--- src/rtl/sc_reg_casas_ocupadas_if.sv ---
// Signal bundle between the game controller and the house-occupancy register.
// The controller drives the strobes; the register returns occupancy, count and event pulses.
interface sc_reg_casas_ocupadas_if #(
    parameter int DATAWIDTH_BUS = 8,
    parameter int POS_WIDTH     = 3
) ();
    logic                     SC_RegCASAS_clear_InHigh;
    logic                     SC_RegCASAS_arrive_InHigh;
    logic [POS_WIDTH-1:0]     SC_RegCASAS_pos_In;
    logic [DATAWIDTH_BUS-1:0] SC_RegCASAS_data_Out;
    logic [3:0]               SC_RegCASAS_count_Out;
    logic                     SC_RegCASAS_dup_OutHigh;
    logic                     SC_RegCASAS_levelDone_OutHigh;
    logic                     SC_RegCASAS_busy_OutHigh;

    modport master (
        output SC_RegCASAS_clear_InHigh,
        output SC_RegCASAS_arrive_InHigh,
        output SC_RegCASAS_pos_In,
        input  SC_RegCASAS_data_Out,
        input  SC_RegCASAS_count_Out,
        input  SC_RegCASAS_dup_OutHigh,
        input  SC_RegCASAS_levelDone_OutHigh,
        input  SC_RegCASAS_busy_OutHigh
    );

    modport slave (
        input  SC_RegCASAS_clear_InHigh,
        input  SC_RegCASAS_arrive_InHigh,
        input  SC_RegCASAS_pos_In,
        output SC_RegCASAS_data_Out,
        output SC_RegCASAS_count_Out,
        output SC_RegCASAS_dup_OutHigh,
        output SC_RegCASAS_levelDone_OutHigh,
        output SC_RegCASAS_busy_OutHigh
    );
endinterface

--- src/rtl/sc_reg_casas_ocupadas.sv ---
// Frogger goal-house occupancy register: PLAY -> FULL -> CELEB -> CLEAR -> PLAY.
// Optional CELEB blink of the occupancy output is enabled with macro CASAS_BLINK_EN.
module sc_reg_casas_ocupadas #(
    parameter int DATAWIDTH_BUS = 8,
    parameter int POS_WIDTH     = 3,
    parameter int HOLD_CYCLES   = 25_000_000,
    parameter int BLINK_DIV     = 6_250_000
) (
    input  logic                SC_RegCASAS_CLOCK_50,
    input  logic                SC_RegCASAS_RESET_InHigh,
    sc_reg_casas_ocupadas_if.slave bus
);

    localparam int                       HOLD_W    = (HOLD_CYCLES > 1) ? $clog2(HOLD_CYCLES) : 1;
    localparam logic [HOLD_W-1:0]        HOLD_LAST = HOLD_W'(HOLD_CYCLES - 1);
    localparam logic [POS_WIDTH:0]       N_HOUSES  = (POS_WIDTH + 1)'(DATAWIDTH_BUS);
    localparam logic [DATAWIDTH_BUS-1:0] ALL_ONES  = '1;

    typedef enum logic [1:0] {
        PLAY  = 2'd0,
        FULL  = 2'd1,
        CELEB = 2'd2,
        CLEAR = 2'd3
    } state_t;

    generate
        if (DATAWIDTH_BUS < 2 || DATAWIDTH_BUS > 15 || DATAWIDTH_BUS > (1 << POS_WIDTH) ||
            HOLD_CYCLES < 1 || BLINK_DIV < 1) begin : g_bad_params
            $error("sc_reg_casas_ocupadas: illegal parameter combination");
        end
    endgenerate

    logic clk;
    logic rst;
    assign clk = SC_RegCASAS_CLOCK_50;
    assign rst = SC_RegCASAS_RESET_InHigh;

    state_t                   state;
    state_t                   next_state;
    logic [DATAWIDTH_BUS-1:0] occ;
    logic [3:0]               count;
    logic                     dup;
    logic                     level_done;
    logic                     busy;
    logic [HOLD_W-1:0]        hold_cnt;

    logic [DATAWIDTH_BUS-1:0] pos_mask;
    logic                     pos_valid;
    logic                     landing;
    logic                     hit_free;
    logic                     hit_taken;
    logic                     fills_level;

    // Decode the arrival; out-of-range indices never reach the occupancy vector.
    // NOTE: every always_comb output gets a default first so no path can infer a latch.
    always_comb begin
        pos_valid   = ({1'b0, bus.SC_RegCASAS_pos_In} < N_HOUSES);
        pos_mask    = '0;
        if (pos_valid) begin
            pos_mask[bus.SC_RegCASAS_pos_In] = 1'b1;
        end
        landing     = (state == PLAY) && bus.SC_RegCASAS_arrive_InHigh && pos_valid;
        hit_free    = landing && ((occ & pos_mask) == '0);
        hit_taken   = landing && ((occ & pos_mask) != '0);
        fills_level = hit_free && ((occ | pos_mask) == ALL_ONES);
    end

    // NOTE: sequential state uses non-blocking assignments so every register samples pre-edge values.
    always_ff @(posedge clk or posedge rst) begin
        if (rst) begin
            state <= PLAY;
        end else begin
            state <= next_state;
        end
    end

    always_comb begin
        next_state = state;
        unique case (state)
            PLAY:    if (fills_level) next_state = FULL;
            FULL:    next_state = CELEB;
            CELEB:   if (hold_cnt == HOLD_LAST) next_state = CLEAR;
            CLEAR:   next_state = PLAY;
            default: next_state = PLAY;
        endcase
        // Restart wins over everything, including a simultaneous landing.
        if (bus.SC_RegCASAS_clear_InHigh) begin
            next_state = PLAY;
        end
    end

    // NOTE: the occupancy vector is a handful of flops, not a memory, so it takes the async reset.
    always_ff @(posedge clk or posedge rst) begin
        if (rst) begin
            occ        <= '0;
            count      <= '0;
            dup        <= 1'b0;
            level_done <= 1'b0;
            busy       <= 1'b0;
            hold_cnt   <= '0;
        end else if (bus.SC_RegCASAS_clear_InHigh) begin
            occ        <= '0;
            count      <= '0;
            dup        <= 1'b0;
            level_done <= 1'b0;
            busy       <= 1'b0;
            hold_cnt   <= '0;
        end else begin
            dup        <= hit_taken;
            level_done <= fills_level;
            busy       <= (next_state != PLAY);
            hold_cnt   <= (state == CELEB && next_state == CELEB) ? hold_cnt + 1'b1 : '0;
            if (hit_free) begin
                occ   <= occ | pos_mask;
                count <= count + 4'd1;
            end else if (state == CLEAR) begin
                occ   <= '0;
                count <= '0;
            end
        end
    end

`ifdef CASAS_BLINK_EN
    localparam int                BLINK_W    = (BLINK_DIV > 1) ? $clog2(BLINK_DIV) : 1;
    localparam logic [BLINK_W-1:0] BLINK_LAST = BLINK_W'(BLINK_DIV - 1);

    logic [BLINK_W-1:0] blink_cnt;
    logic               blink_on;

    // Phase restarts outside CELEB so every celebration opens with the lit half.
    always_ff @(posedge clk or posedge rst) begin
        if (rst) begin
            blink_cnt <= '0;
            blink_on  <= 1'b1;
        end else if (state != CELEB) begin
            blink_cnt <= '0;
            blink_on  <= 1'b1;
        end else if (blink_cnt == BLINK_LAST) begin
            blink_cnt <= '0;
            blink_on  <= ~blink_on;
        end else begin
            blink_cnt <= blink_cnt + 1'b1;
        end
    end

    assign bus.SC_RegCASAS_data_Out = (state == CELEB && !blink_on) ? '0 : occ;
`else
    assign bus.SC_RegCASAS_data_Out = occ;
`endif

    assign bus.SC_RegCASAS_count_Out         = count;
    assign bus.SC_RegCASAS_dup_OutHigh       = dup;
    assign bus.SC_RegCASAS_levelDone_OutHigh = level_done;
    assign bus.SC_RegCASAS_busy_OutHigh      = busy;

endmodule

--- src/flat_wrapper.sv ---
// flat-port wrapper written by rule: the top's interface ports become plain ports
module sc_reg_casas_ocupadas_flat 
#(
    parameter int DATAWIDTH_BUS = 8,
    parameter int POS_WIDTH     = 3,
    parameter int HOLD_CYCLES   = 25_000_000,
    parameter int BLINK_DIV     = 6_250_000
)
  (SC_RegCASAS_CLOCK_50, SC_RegCASAS_RESET_InHigh, bus_SC_RegCASAS_clear_InHigh, bus_SC_RegCASAS_arrive_InHigh, bus_SC_RegCASAS_pos_In, bus_SC_RegCASAS_data_Out, bus_SC_RegCASAS_count_Out, bus_SC_RegCASAS_dup_OutHigh, bus_SC_RegCASAS_levelDone_OutHigh, bus_SC_RegCASAS_busy_OutHigh);
  sc_reg_casas_ocupadas_if #(.DATAWIDTH_BUS(DATAWIDTH_BUS), .POS_WIDTH(POS_WIDTH)) bus_i ();
  input  logic SC_RegCASAS_CLOCK_50;
  input  logic SC_RegCASAS_RESET_InHigh;
  input wire logic [$bits(bus_i.SC_RegCASAS_clear_InHigh)-1:0] bus_SC_RegCASAS_clear_InHigh;
  input wire logic [$bits(bus_i.SC_RegCASAS_arrive_InHigh)-1:0] bus_SC_RegCASAS_arrive_InHigh;
  input wire logic [$bits(bus_i.SC_RegCASAS_pos_In)-1:0] bus_SC_RegCASAS_pos_In;
  output wire logic [$bits(bus_i.SC_RegCASAS_data_Out)-1:0] bus_SC_RegCASAS_data_Out;
  output wire logic [$bits(bus_i.SC_RegCASAS_count_Out)-1:0] bus_SC_RegCASAS_count_Out;
  output wire logic [$bits(bus_i.SC_RegCASAS_dup_OutHigh)-1:0] bus_SC_RegCASAS_dup_OutHigh;
  output wire logic [$bits(bus_i.SC_RegCASAS_levelDone_OutHigh)-1:0] bus_SC_RegCASAS_levelDone_OutHigh;
  output wire logic [$bits(bus_i.SC_RegCASAS_busy_OutHigh)-1:0] bus_SC_RegCASAS_busy_OutHigh;
  assign bus_i.SC_RegCASAS_clear_InHigh = bus_SC_RegCASAS_clear_InHigh;
  assign bus_i.SC_RegCASAS_arrive_InHigh = bus_SC_RegCASAS_arrive_InHigh;
  assign bus_i.SC_RegCASAS_pos_In = bus_SC_RegCASAS_pos_In;
  assign bus_SC_RegCASAS_data_Out = bus_i.SC_RegCASAS_data_Out;
  assign bus_SC_RegCASAS_count_Out = bus_i.SC_RegCASAS_count_Out;
  assign bus_SC_RegCASAS_dup_OutHigh = bus_i.SC_RegCASAS_dup_OutHigh;
  assign bus_SC_RegCASAS_levelDone_OutHigh = bus_i.SC_RegCASAS_levelDone_OutHigh;
  assign bus_SC_RegCASAS_busy_OutHigh = bus_i.SC_RegCASAS_busy_OutHigh;
  sc_reg_casas_ocupadas #(.DATAWIDTH_BUS(DATAWIDTH_BUS), .POS_WIDTH(POS_WIDTH), .HOLD_CYCLES(HOLD_CYCLES), .BLINK_DIV(BLINK_DIV)) u_core (.SC_RegCASAS_CLOCK_50(SC_RegCASAS_CLOCK_50), .SC_RegCASAS_RESET_InHigh(SC_RegCASAS_RESET_InHigh), .bus(bus_i));
endmodule
--- config.mk ---
export PLATFORM = sky130hd
export DESIGN_NAME = sc_reg_casas_ocupadas_flat
export DESIGN_NICKNAME = d
export VERILOG_FILES = /design/src/rtl/sc_reg_casas_ocupadas_if.sv /design/src/rtl/sc_reg_casas_ocupadas.sv /design/src/flat_wrapper.sv
export SDC_FILE = /design/constraint.sdc
export NUM_CORES = 1
export LEC_CHECK = 0
export CORE_ASPECT_RATIO = 0.9
export CORE_MARGIN = 2
export CORE_UTILIZATION = 44
export CTS_CLUSTER_SIZE = 40
export DETAILED_ROUTE_END_ITERATION = 6
export GPL_TIMING_DRIVEN = 0
export PLACE_DENSITY = 0.67
export SLEW_MARGIN = 5
export SYNTH_ARGS = -nofsm -noshare
export SYNTH_HDL_FRONTEND = slang
export SYNTH_SLANG_ARGS = --single-unit
--- constraint.sdc ---
create_clock -name SC_RegCASAS_CLOCK_50 -period 2.5 [get_ports SC_RegCASAS_CLOCK_50]
set_clock_uncertainty 0.1 [all_clocks]
set_input_delay 0.375 -clock SC_RegCASAS_CLOCK_50 [delete_from_list [all_inputs] [get_ports SC_RegCASAS_CLOCK_50]]
set_output_delay 0.375 -clock SC_RegCASAS_CLOCK_50 [all_outputs]
set_load 0.02 [all_outputs]
Figure 1. Drive-strength map (run 1).
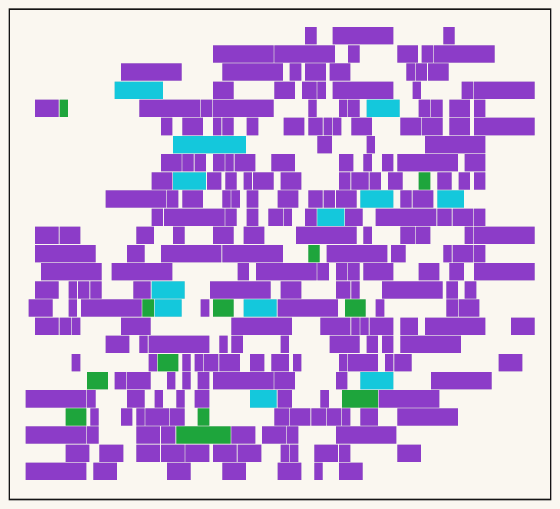
legend:
  _2 cells:
    colour: green
    cells: 12
  _0 and _1 cells:
    colour: purple
    cells: 247
  _6 and larger:
    colour: cyan
    cells: 12

Figure 2. I/O nets highlighted (run 1).
Scale bar: 20 um.
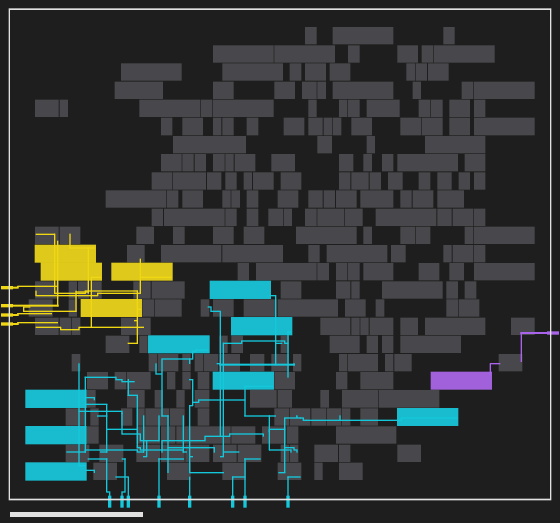
legend:
  `bus_SC_RegCASAS_data_Out`:
    colour: cyan
    bits: 8
    direction: output
    end_cells: 8
    buffers: 8
    wire: 401 um
  `bus_SC_RegCASAS_dup_OutHigh`:
    colour: purple
    bits: 1
    direction: output
    end_cells: 1
    buffers: 1
    wire: 11.2 um
  `bus_SC_RegCASAS_count_Out`:
    colour: yellow
    bits: 4
    direction: output
    end_cells: 4
    buffers: 4
    wire: 149 um

Figure 3. Cell outlines without signal wires (run 1).
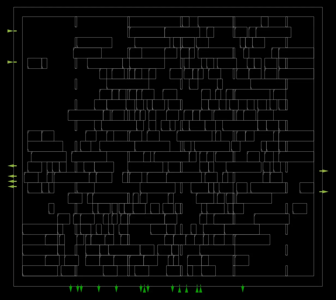
flip-flop and latch count: 42
sequential share of cell area: 38.2%
Layout Cells excl Fill: 338
final core utilization: 52.9%
total of fill cells in the finished design: 506

-- run 1: path summary, 6_finish.rpt --
path | start | endpoint | slack (ns)
setup / recovery | bus_SC_RegCASAS_pos_In[2] | u_core.hold_cnt[20] | 0.17
hold / removal | SC_RegCASAS_RESET_InHigh | u_core.bus.SC_RegCASAS_count_Out[3] | 0.21
setup reg to reg | u_core.hold_cnt[2] | u_core.hold_cnt[20] | 0.28
hold reg to reg | u_core.hold_cnt[0] | u_core.hold_cnt[0] | 0.38
max in group asynchronous | SC_RegCASAS_RESET_InHigh | u_core.hold_cnt[23] | 1.65
min in group SC_RegCASAS_CLOCK_50 | u_core.hold_cnt[0] | u_core.hold_cnt[0] | 0.38
-- run 1: layout by cell type (no fill, tap or decap), drive strengths merged, types with 9 or more instances in the layout --
| cell type | Yosys | final |
|---|---|---|
| dfrtp | 42 | 42 |
| nor3 | 35 | 35 |
| nand2 | 23 | 23 |
| clkdlybuf4s50 | 0 | 19 |
| nand3 | 14 | 14 |
| xnor2 | 14 | 14 |
| nor2 | 11 | 11 |
| inv | 11 | 11 |
| clkbuf | 4 | 10 |
| nand4 | 9 | 9 |
| xor2 | 9 | 9 |
| buf | 8 | 9 |
-- run 1: final cells by class --
type / instances / area (um^2) / area share (%)
clock buffers: 6 / 82.6 / 3.00
well taps: 67 / 83.8 / 3.05
plain buffers: 12 / 80.1 / 2.91
flip-flops and latches: 42 / 1050 / 38.2
repair buffers: 20 / 210 / 7.65
clock inverters: 1 / 30.0 / 1.09
multi-input cells: 179 / 1170 / 42.6
inverters: 11 / 41.3 / 1.50
-- run 1: where the power goes --
group | internal, mW | switching, mW | total [mW]
clock network | 0.320 | 0.238 | 0.558
logic | 0.0485 | 0.0694 | 0.118
registers | 0.687 | 0.0112 | 0.698
==> job_summary.md, run 1 <==
## Synthesis and layout report

| Metric | Value |
|---|---|
| Worst setup SP type | input pin |
| FF-to-FF path depth | 6 |
| CTS tree | built |
| Antenna diode count | 0 |
| Mux area share | 3.10% |
| Power Density | 500 nW/um^2 |
| Cell type with the largest total area | dfrtp_1 |
| FP Rows | 25 |
| # Cells Yosys | 244 |
| Initial DRT Pass Iterations | 4 |
| Outcome | completed |
| Worst Setup Slack, final | 0.166 ns |
| Max-cap violation count | 0 |
| Final Hold Viols | 0 |
| Global route total overflow | 0 |
| DR iter-0 viols | 98 |
| Via/cell ratio | 5.58 |
| Critical-path cell list | clkdlybuf4s50_1, buf_2, mux2i_1, o31ai_1, nand4_1, o21ai_2, buf_6, nor3_1 |
| Metal-1 WL | 2530 um |
| Flip-flops with a built-in enable | 0 |
| Met2 Routed Length | 2350 um |
| Hpwl dp | 3730 um |
| Worst path bufs/invs | 3 |
| Clock root cell | clkbuf_8 |
| Post-synth ARST share | 100% |
| Crit Path Class | input pin to register |
| Crit-path slowest cell | clkdlybuf4s50_1 |
| Worst Path Arrival | 2.41 ns |
| Post_cts resized | 0 |
| Die width | 80.9 um |
| Post-Synth Simple-Gate Area | 26.1% |
| Xor/xnor share | 8.60% |
| Met1 usage | 27.6% |
| Met2 Use GR | 30.4% |
Figure 4. Routed metal, one colour a layer (run 1).
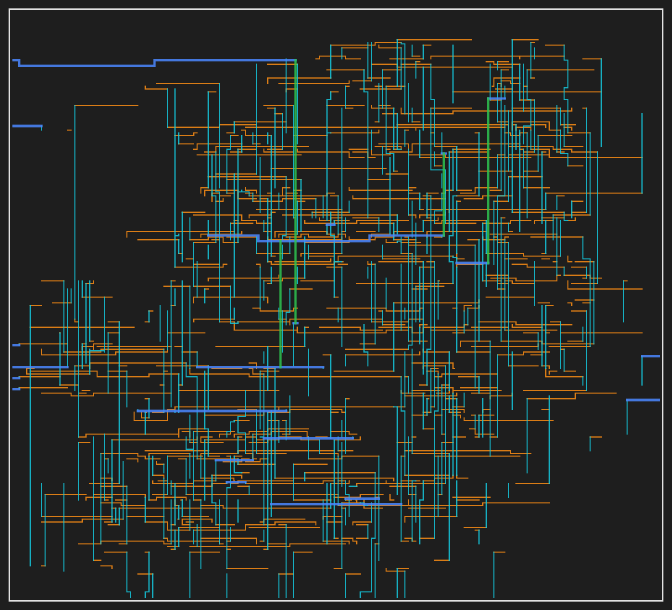

--- run 2 (diff from run 1) ---
--- a/config.mk
+++ b/config.mk
@@ -8,6 +8,7 @@
 export CORE_ASPECT_RATIO = 0.9
 export CORE_MARGIN = 2
 export CORE_UTILIZATION = 44
+export CTS_CLUSTER_DIAMETER = 40
 export CTS_CLUSTER_SIZE = 40
 export DETAILED_ROUTE_END_ITERATION = 6
 export GPL_TIMING_DRIVEN = 0
==> constraint.sdc (replaced) <==
create_clock -name SC_RegCASAS_CLOCK_50 -period 2.45 [get_ports SC_RegCASAS_CLOCK_50]
set_clock_uncertainty 0.1 [all_clocks]
set_input_delay 0.3675 -clock SC_RegCASAS_CLOCK_50 [delete_from_list [all_inputs] [get_ports SC_RegCASAS_CLOCK_50]]
set_output_delay 0.3675 -clock SC_RegCASAS_CLOCK_50 [all_outputs]
set_load 0.02 [all_outputs]
Figure 5. Routed metal, one colour a layer (run 2).
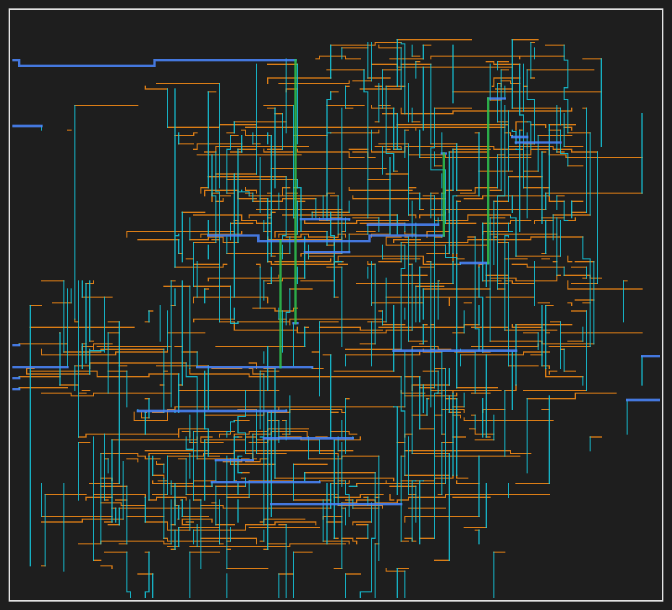
legend:
  metal 2:
    colour: cyan
    wire_length: 2,360 um
  metal 1:
    colour: orange
    wire_length: 2,480 um
  metal 4:
    colour: green
    wire_length: 78.9 um
  metal 3:
    colour: blue
    wire_length: 212 um

==> job_summary.md, run 2 <==
## Synthesis and layout report

| Metric | Value |
|---|---|
| Clock root cell | clkbuf_8 |
| Crit path launch | bus_SC_RegCASAS_pos_In[2] |
| FF-to-FF path depth | 6 (unchanged) |
| Flip-flops with a built-in enable | 0 (unchanged) |
| Cell type with the largest total area | dfrtp_1 |
| Critical Path End | u_core.hold_cnt[20] |
| Top cells excl fill/tap | dfrtp_1 (42), nor3_1 (35), nand2_1 (23), clkdlybuf4s50_1 (19) |
| Most frequent logic cell in the layout | dfrtp_1 |
| Final Hold Viols | 0 (unchanged) |
| Share of layout cells above drive strength 1 | 9.23% |
| CTS tree | built |
| Total of fill cells in the finished design | 501 (-0.99%) |
| # Cells Yosys | 244 (unchanged) |
| Power Density | 508 nW/um^2 (+1.6%) |
| Post-synth ARST share | 100% (unchanged) |
| Antenna diode count | 0 (unchanged) |
| Global route total overflow | 0 (unchanged) |
| Final core utilization | 53.1% (+0.19 points) |
| Worst Path Arrival | 2.33 ns (-0.08 ns) |
| Crit Path Class | input pin to register |
| Max-cap violation count | 0 (unchanged) |
| DR iter-0 viols | 105 (+7.1%) |
| Outcome | completed |
| Hpwl dp | 3730 um (unchanged) |
| Via/cell ratio | 5.62 (+0.64%) |
| Worst setup SP type | input pin |
| FP Rows | 25 (unchanged) |
| RR Startpoint | u_core.state[0] |
| R2R setup slack | 0.22 ns (-0.06 ns) |
-- run 2: cell counts after synthesis --
No cell type changed its count.
-- run 2: stage by stage --
stage	instance area [um^2]	total power, mW	hold slack (ns)	setup slack (ns)	TNS, ns
floorplan	2340	0.799	0.332	0.460	0
global placement	2620	0.842	0.364	-0.161	-3.49
detailed placement	2640	0.849	0.365	-0.178	-4.06
CTS	2750	1.42	0.203	0.130	0
global route	2760	1.45	0.226	0.0354	0
finish	2760	1.40	0.202	0.192	0
-- run 2: final cells by class --
type                       count  area [um^2]  area share [%]
clock inverter                 1         30.0            1.09
inverter                      11         41.3            1.50
tap                           67         83.8            3.04
clock buffer                   6         82.6            2.99
timing repair buffer          20          210            7.62
multi-input combinational    179         1180            42.8
sequential                    42         1050            38.1
buffer                        12         80.1            2.90
-- run 2: kinds of logic (layout without fill, tap and decap cells) --
family	count (synthesis)	after routing	synth area share, %
AND-OR/OR-AND	29	29	9.51
XOR/XNOR	23	23	8.60
adder cells (fa/ha/maj)	5	5	2.67
buffers and inverters	23	50	5.18
flip-flops	42	42	44.9
multiplexers	6	6	3.10
AND/OR/NAND/NOR	116	116	26.1
-- run 2: routing by layer --
layer	track usage, %	up-vias	part of all wire (%)
li1	-	935	-
met1	27.6	913	48
met2	30.4	43	46
met3	4.21	8	4.1
met4	5.65	0	1.5
met5	0	-	0
-- run 2: critical path, stage by stage --
cell             delay [ns]
clkdlybuf4s50_1        0.52
buf_2                  0.23
mux2i_1                0.10
o31ai_1                0.27
nand4_1                0.26
o21ai_4                0.33
buf_6                  0.19
nor3_1                 0.07
-- run 2: report_power, final --
group	internal (mW)	leakage [nW]	total, mW	switching [mW]
clock network	0.326	0.0573	0.568	0.242
logic	0.0498	0.432	0.122	0.0717
registers	0.701	0.584	0.712	0.0114
total	1.08	1.07	1.40	0.325
No activity file was given, so power comes from the tool's default toggle rates.
